**Metal 1**

Drawn at 4 px/um. Supply wires on this layer in gray. Cells faint in the background.
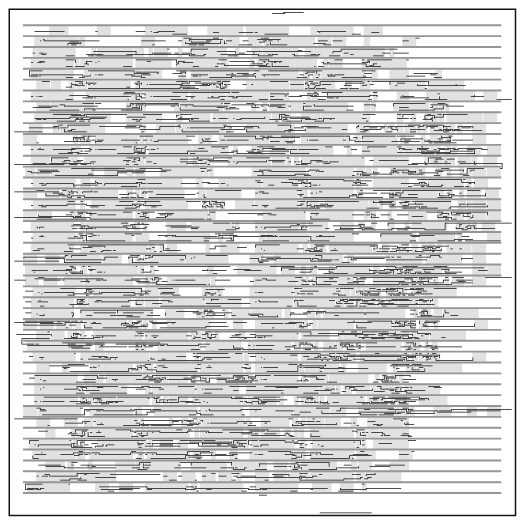
**Placement density heat map**

Drawn at 3 px/um. 13 x 13 tiles, from dark blue (low) to red (high), 0 to 100% covered.
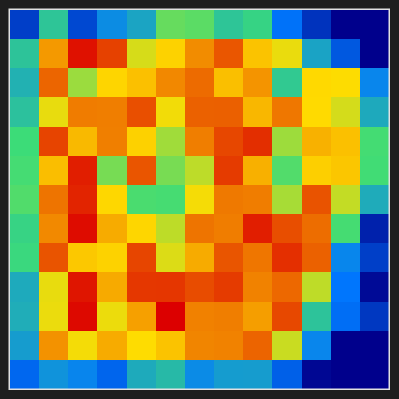
**Placed standard cells**

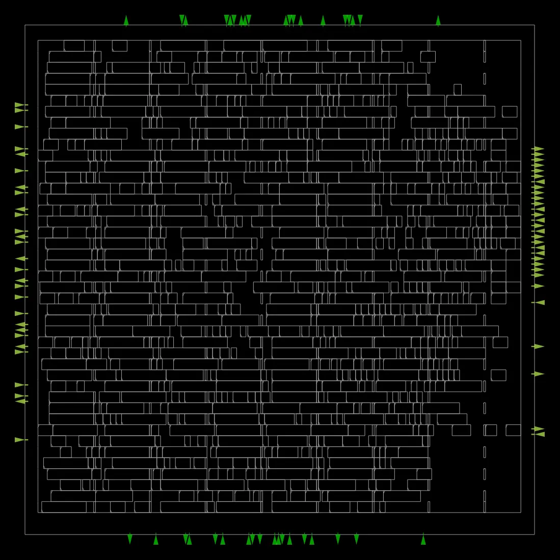
### config.mk
export PLATFORM = sky130hd
export DESIGN_NAME = bus_downlink_tx
export DESIGN_NICKNAME = d
export VERILOG_FILES = /design/src/rtl/bus_downlink_tx.sv
export SDC_FILE = /design/constraint.sdc
export NUM_CORES = 1
export LEC_CHECK = 0
export ABC_AREA = 1
export CAP_MARGIN = 5
export CORE_MARGIN = 3
export CORE_UTILIZATION = 58
export CTS_BUF_LIST = sky130_fd_sc_hd__clkbuf_4 sky130_fd_sc_hd__clkbuf_8
export CTS_CLUSTER_DIAMETER = 150
export DETAILED_ROUTE_END_ITERATION = 8
export GPL_ROUTABILITY_DRIVEN = 0
export GPL_TIMING_DRIVEN = 0
export PLACE_DENSITY = 0.82
export REMOVE_ABC_BUFFERS = 1
export SLEW_MARGIN = 20
export SYNTH_ARGS = -nofsm -noshare
export SYNTH_HDL_FRONTEND = slang
export SYNTH_SLANG_ARGS = --single-unit
### constraint.sdc
create_clock -name clk -period 3.05 [get_ports clk]
set_input_delay 0.305 -clock clk [delete_from_list [all_inputs] [get_ports clk]]
set_output_delay 0.305 -clock clk [all_outputs]
set_load 0.1 [all_outputs]
### src/rtl/bus_downlink_tx.sv
// bus_downlink_tx
//   Queues {id,data} entries from a host and sends them one at a time on a
//   shared downlink bus. Each transaction stays on the bus until the
//   addressed device acknowledges it, or until TIMEOUT bus_valid cycles pass.
//   A timed-out entry is dropped and reported through err/err_id.
//
// Ports
//   clk, reset        : clock; asynchronous active-low reset
//   in_valid/in_ready : host push handshake; in_id/in_data carry the entry
//   bus_valid/bus_id/bus_data : current downlink transaction
//   bus_ack/bus_ack_id: shared acknowledge wire and the id of the responder
//   err/err_id        : one-cycle timeout pulse; id of the dropped entry
//   sent_count        : wrapping count of acknowledged transactions
module bus_downlink_tx #(
  parameter int DEPTH   = 4,
  parameter int TIMEOUT = 8
) (
  input  logic        clk,
  input  logic        reset,
  input  logic        in_valid,
  output logic        in_ready,
  input  logic [3:0]  in_id,
  input  logic [31:0] in_data,
  output logic        bus_valid,
  output logic [3:0]  bus_id,
  output logic [31:0] bus_data,
  input  logic        bus_ack,
  input  logic [3:0]  bus_ack_id,
  output logic        err,
  output logic [3:0]  err_id,
  output logic [7:0]  sent_count
);

  localparam int PTR_W = (DEPTH > 1) ? $clog2(DEPTH) : 1;
  localparam int CNT_W = PTR_W + 1;

  typedef enum logic {ST_IDLE, ST_SEND} state_t;

  state_t             r_state;
  state_t             w_state_next;

  logic [35:0]        r_mem [DEPTH];
  logic [PTR_W-1:0]   r_wr_ptr;
  logic [PTR_W-1:0]   r_rd_ptr;
  logic [CNT_W-1:0]   r_count;

  logic               r_bus_valid;
  logic [3:0]         r_bus_id;
  logic [31:0]        r_bus_data;
  logic [7:0]         r_timer;
  logic               r_err;
  logic [3:0]         r_err_id;
  logic [7:0]         r_sent_count;

  logic               w_full;
  logic               w_empty;
  logic               w_push;
  logic               w_match;
  logic               w_load;
  logic               w_pop;
  logic               w_ack_done;
  logic               w_timeout;
  logic [35:0]        w_head;

  assign w_full   = (r_count == CNT_W'(DEPTH));
  assign w_empty  = (r_count == '0);
  // Gated by reset so the host sees "not ready" for the whole reset window.
  assign in_ready = reset & ~w_full;
  assign w_push   = in_valid & in_ready;
  assign w_match  = bus_ack && (bus_ack_id == r_bus_id);
  assign w_head   = r_mem[r_rd_ptr];

  // Entry storage: written only, never reset; validity comes from r_count.
  always_ff @(posedge clk) begin
    if (w_push) begin
      r_mem[r_wr_ptr] <= {in_id, in_data};
    end
  end

  always_ff @(posedge clk or negedge reset) begin
    if (!reset) begin
      r_state <= ST_IDLE;
    end else begin
      r_state <= w_state_next;
    end
  end

  // The head stays in the queue while on the bus; it is popped only when the
  // transaction finishes (ack or timeout). An ack landing on the timeout edge
  // wins over the timeout.
  always_comb begin
    w_state_next = r_state;
    w_load       = 1'b0;
    w_pop        = 1'b0;
    w_ack_done   = 1'b0;
    w_timeout    = 1'b0;
    case (r_state)
      ST_IDLE: begin
        if (!w_empty) begin
          w_load       = 1'b1;
          w_state_next = ST_SEND;
        end
      end
      ST_SEND: begin
        if (w_match) begin
          w_pop        = 1'b1;
          w_ack_done   = 1'b1;
          w_state_next = ST_IDLE;
        end else if (r_timer == 8'(TIMEOUT - 1)) begin
          w_pop        = 1'b1;
          w_timeout    = 1'b1;
          w_state_next = ST_IDLE;
        end
      end
      default: w_state_next = ST_IDLE;
    endcase
  end

  always_ff @(posedge clk or negedge reset) begin
    if (!reset) begin
      r_wr_ptr     <= '0;
      r_rd_ptr     <= '0;
      r_count      <= '0;
      r_bus_valid  <= 1'b0;
      r_bus_id     <= '0;
      r_bus_data   <= '0;
      r_timer      <= '0;
      r_err        <= 1'b0;
      r_err_id     <= '0;
      r_sent_count <= '0;
    end else begin
      if (w_push) r_wr_ptr <= r_wr_ptr + 1'b1;
      if (w_pop)  r_rd_ptr <= r_rd_ptr + 1'b1;
      case ({w_push, w_pop})
        2'b10:   r_count <= r_count + 1'b1;
        2'b01:   r_count <= r_count - 1'b1;
        default: r_count <= r_count;
      endcase

      // Returning to IDLE on every pop guarantees an idle bus cycle between
      // consecutive transactions.
      if (w_load) begin
        r_bus_valid <= 1'b1;
        r_bus_id    <= w_head[35:32];
        r_bus_data  <= w_head[31:0];
      end else if (w_pop) begin
        r_bus_valid <= 1'b0;
      end

      if (w_load) begin
        r_timer <= '0;
      end else if (r_state == ST_SEND && !w_pop) begin
        r_timer <= r_timer + 1'b1;
      end

      r_err <= w_timeout;
      if (w_timeout) r_err_id <= r_bus_id;
      if (w_ack_done) r_sent_count <= r_sent_count + 1'b1;
    end
  end

  assign bus_valid  = r_bus_valid;
  assign bus_id     = r_bus_id;
  assign bus_data   = r_bus_data;
  assign err        = r_err;
  assign err_id     = r_err_id;
  assign sent_count = r_sent_count;

endmodule

==> impl_metrics.yaml <==
# synthesis and place-and-route metrics
synth:
  synthesis.instances: 712
  area_leaders: "edfxtp_1, dfrtp_1, nor2_1"
  top_cell_types_by_occurrence_after_synthesis: "nor2_1, edfxtp_1, o21ai_0, dfrtp_1, nand2_1"
  most_common_cell: "nor2_1"
  yosys.area_share.aoi_pct: 8.26
  synthesis.area_per_instance_sq_um: 11.8
  ys_async_rst_share_pct: 31.4
  synth-seq-area-share_pct: 71.3
  synthMuxAreaShare_pct: 0
  synth-area-yosys_sq_mm: 0.00838
  post_synth_cell_types: 30
  netlist.top_cell.by_area: "edfxtp_1"
  yosysCellCount: 712
  post_synth_and_or_nand_nor_area_fraction_pct: 13.7
  post_synth_fa_ha_maj_area_fraction_pct: 1.28
  yosysWarnings: 0
  enable_flop_cells: 144
  post_synth_main_logic_family: "simple AND/OR/NAND/NOR gates"
  synth_top_flop_cell: "edfxtp_1"
  post_synth_design_cell_area_sq_mm: 0.00838
clock_network:
  post_cts.repair.setup_buffers: 0
  tritoncts.num_buffers: 34
  cts.clk_slew.worst_paths_ns: 0.06
  cts.htree.levels: 2
  tritoncts_num_sinks: 210
  cts_max_path_buffers: 3
  clkLatencyLatePin_ns: 0.49
  ctsRootBufferMaster: "clkbuf_8"
routing:
  ant_nets: 0
  top_layer_reached_by_signal_wires: "met4"
  drt-wirelength-per-cell_um: 17.4
  remaining_drc_errors: 0
  met3WireLength_um: 1250
  vias_per_cell: 5.61
  drt-total-wl_um: 17800
  wl_met2_um: 9160
  m1WireLength_um: 7130
  detailedRoute.firstIterationViolations: 467
  drt_pre_antenna_iters: 5
power_and_ir_drop:
  cellPowerDensity_mw_per_mm2: 1130
  design_power_total_uw: 11600
  vdd.ir_drop.worst_mv: 0.857
  power.static_leakage_uw: 0.00395
die:
  die_area_sq_mm: 0.0159
  die_width_um: 126
  floorplan.rows: 43
  fp.dieH_um: 126
  io_pins: 95
finish:
  syn2layout_area_growth_pct: 23.3
  final_layout_size_suffix_gt1_share_pct: 10.5
  lay_top_cells: "nor2_1, edfxtp_1, clkdlybuf4s50_1, o21ai_0, dfrtp_1"
  final_layout_net_count: 871
  layout.cells.most_common: "nor2_1"
sta:
  layout_worst_path_cycle_share_pct: 84.7
  layout_min_cycle_time_ns: 2.58
  finalSetupViolCount: 0
  worst_slew_pin_slew_ns: 0.993
  fmax_mhz: 387
  fin_setup_tns_ns: 0
global_route:
  gr-total-overflow: 0
  grt_pass1_vias: 5839
  grt_usage_pct: 22.1
  grt_most_used_layer: "met2"
  antenna_found_initial: 0
  grt_first_pass_wirelength_um: 28200
  gr-usage-met2_pct: 39.3
  grt_start_max_net_pins: 76
  grt_util_met1_pct: 27.4
place:
  post_dp_hpwl_um: 10900
  numPortBuffers: 94
worst_setup_path:
  startpoint_of_the_lowest_slack_register_to_register_path: "r_timer[1]"
  worst-endpoint-arrival_ns: 2.28
  cp_capture_type: "primary output"
  critPathLaunch: "reset"
  flop_to_flop_setup_slack_ns: 0.50
  setup.worst_path.class: "in2out"
  worst_ep_required_time_ns: 2.74
flow_run:
  warnings: 28
  timing.max_cap.violations: 0
status:
  status: "finished, final reports clean"
worst_hold_path:
  min-delay-path-class: "in2async"
Back to the opening pictures, 'metal 1':
share of all routed wire: 40%
wire length on this layer: 7130 um

Back to the opening pictures, 'placement density heat map':
emptiest ninth of the die: bottom right
mean over tiles: 64%
tiles over 75% full: 50%
nearly empty tiles: 4.7%
effective utilization at floorplan: 59.9%
core area: 0.0140 sq mm
post-layout util: 73.9%

Back to the opening pictures, 'placed standard cells':
share of the final layout cell area in sequential cells: 57.9%
flop count: 210
fillcell total: 913
number of well taps: 180
non-filler instance count after layout: 1024

==> worst max-delay path: stages <==
cell	delay [ns]
dlygate4sd3_1	0.53
buf_4	0.39
inv_1	0.07
a31oi_1	0.19
dlymetal6s2s_1	0.78
==> state kept, by name (all words and copies together), names as in the netlist <==
register and flops:
r_mem 144, bus_data 32, r_timer 8, sent_count 8
bus_id 4, err_id 4, r_count 3, r_rd_ptr 2
r_wr_ptr 2, bus_valid 1, err 1, r_state 1
==> report_power, final <==
part / switching, uW / leakage [uW] / internal, uW
Clock: 1030 / 0.000356 / 1320
Sequential: 378 / 0.00208 / 3660
Combinational: 3930 / 0.00151 / 1320
==> final timing paths <==
| path | cells after the start | endpoint |
|---|---|---|
| max in group asynchronous | 3 | r_rd_ptr[0] |
| min in group clk | 1 | r_mem[2][12] |
| min | 2 | r_count[0] |
| max reg2reg | 13 | r_count[2] |
| max | 5 | in_ready |
| min reg2reg | 2 | bus_valid |
==> per-stage QoR <==
step	util (%)	hold WS (ns)	cells	cell area (sq um)	setup WS, ns
detailed placement	69.0	0.278	962	9650	0.270
global route	73.9	0.325	1024	10300	0.303
CTS	73.8	0.313	1024	10300	0.0397
global placement	67.0	0.460	952	9370	-3.99
floorplan	-	0.00941	678	8200	-1.72
finish	73.9	0.314	1024	10300	0.466
==> area by class of cell <==
type | instances | area (sq um) | share of cell area, %
Tap cell | 180 | 225 | 2.18
Inverter | 40 | 151 | 1.47
Sequential cell | 210 | 5980 | 57.9
Clock inverter | 9 | 45.0 | 0.436
Clock buffer | 52 | 628 | 6.08
Multi-Input combinational cell | 428 | 2110 | 20.5
Timing Repair Buffer | 105 | 1190 | 11.5
==> timing repair <==
action / 4_1_cts / 5_1_grt
setup endpoints to repair: 0 / 1
resized: 0 / 1
hold buffers: 1 / 0
hold endpoints to repair: 26 / 0
No activity file was given, so power comes from the tool's default toggle rates.
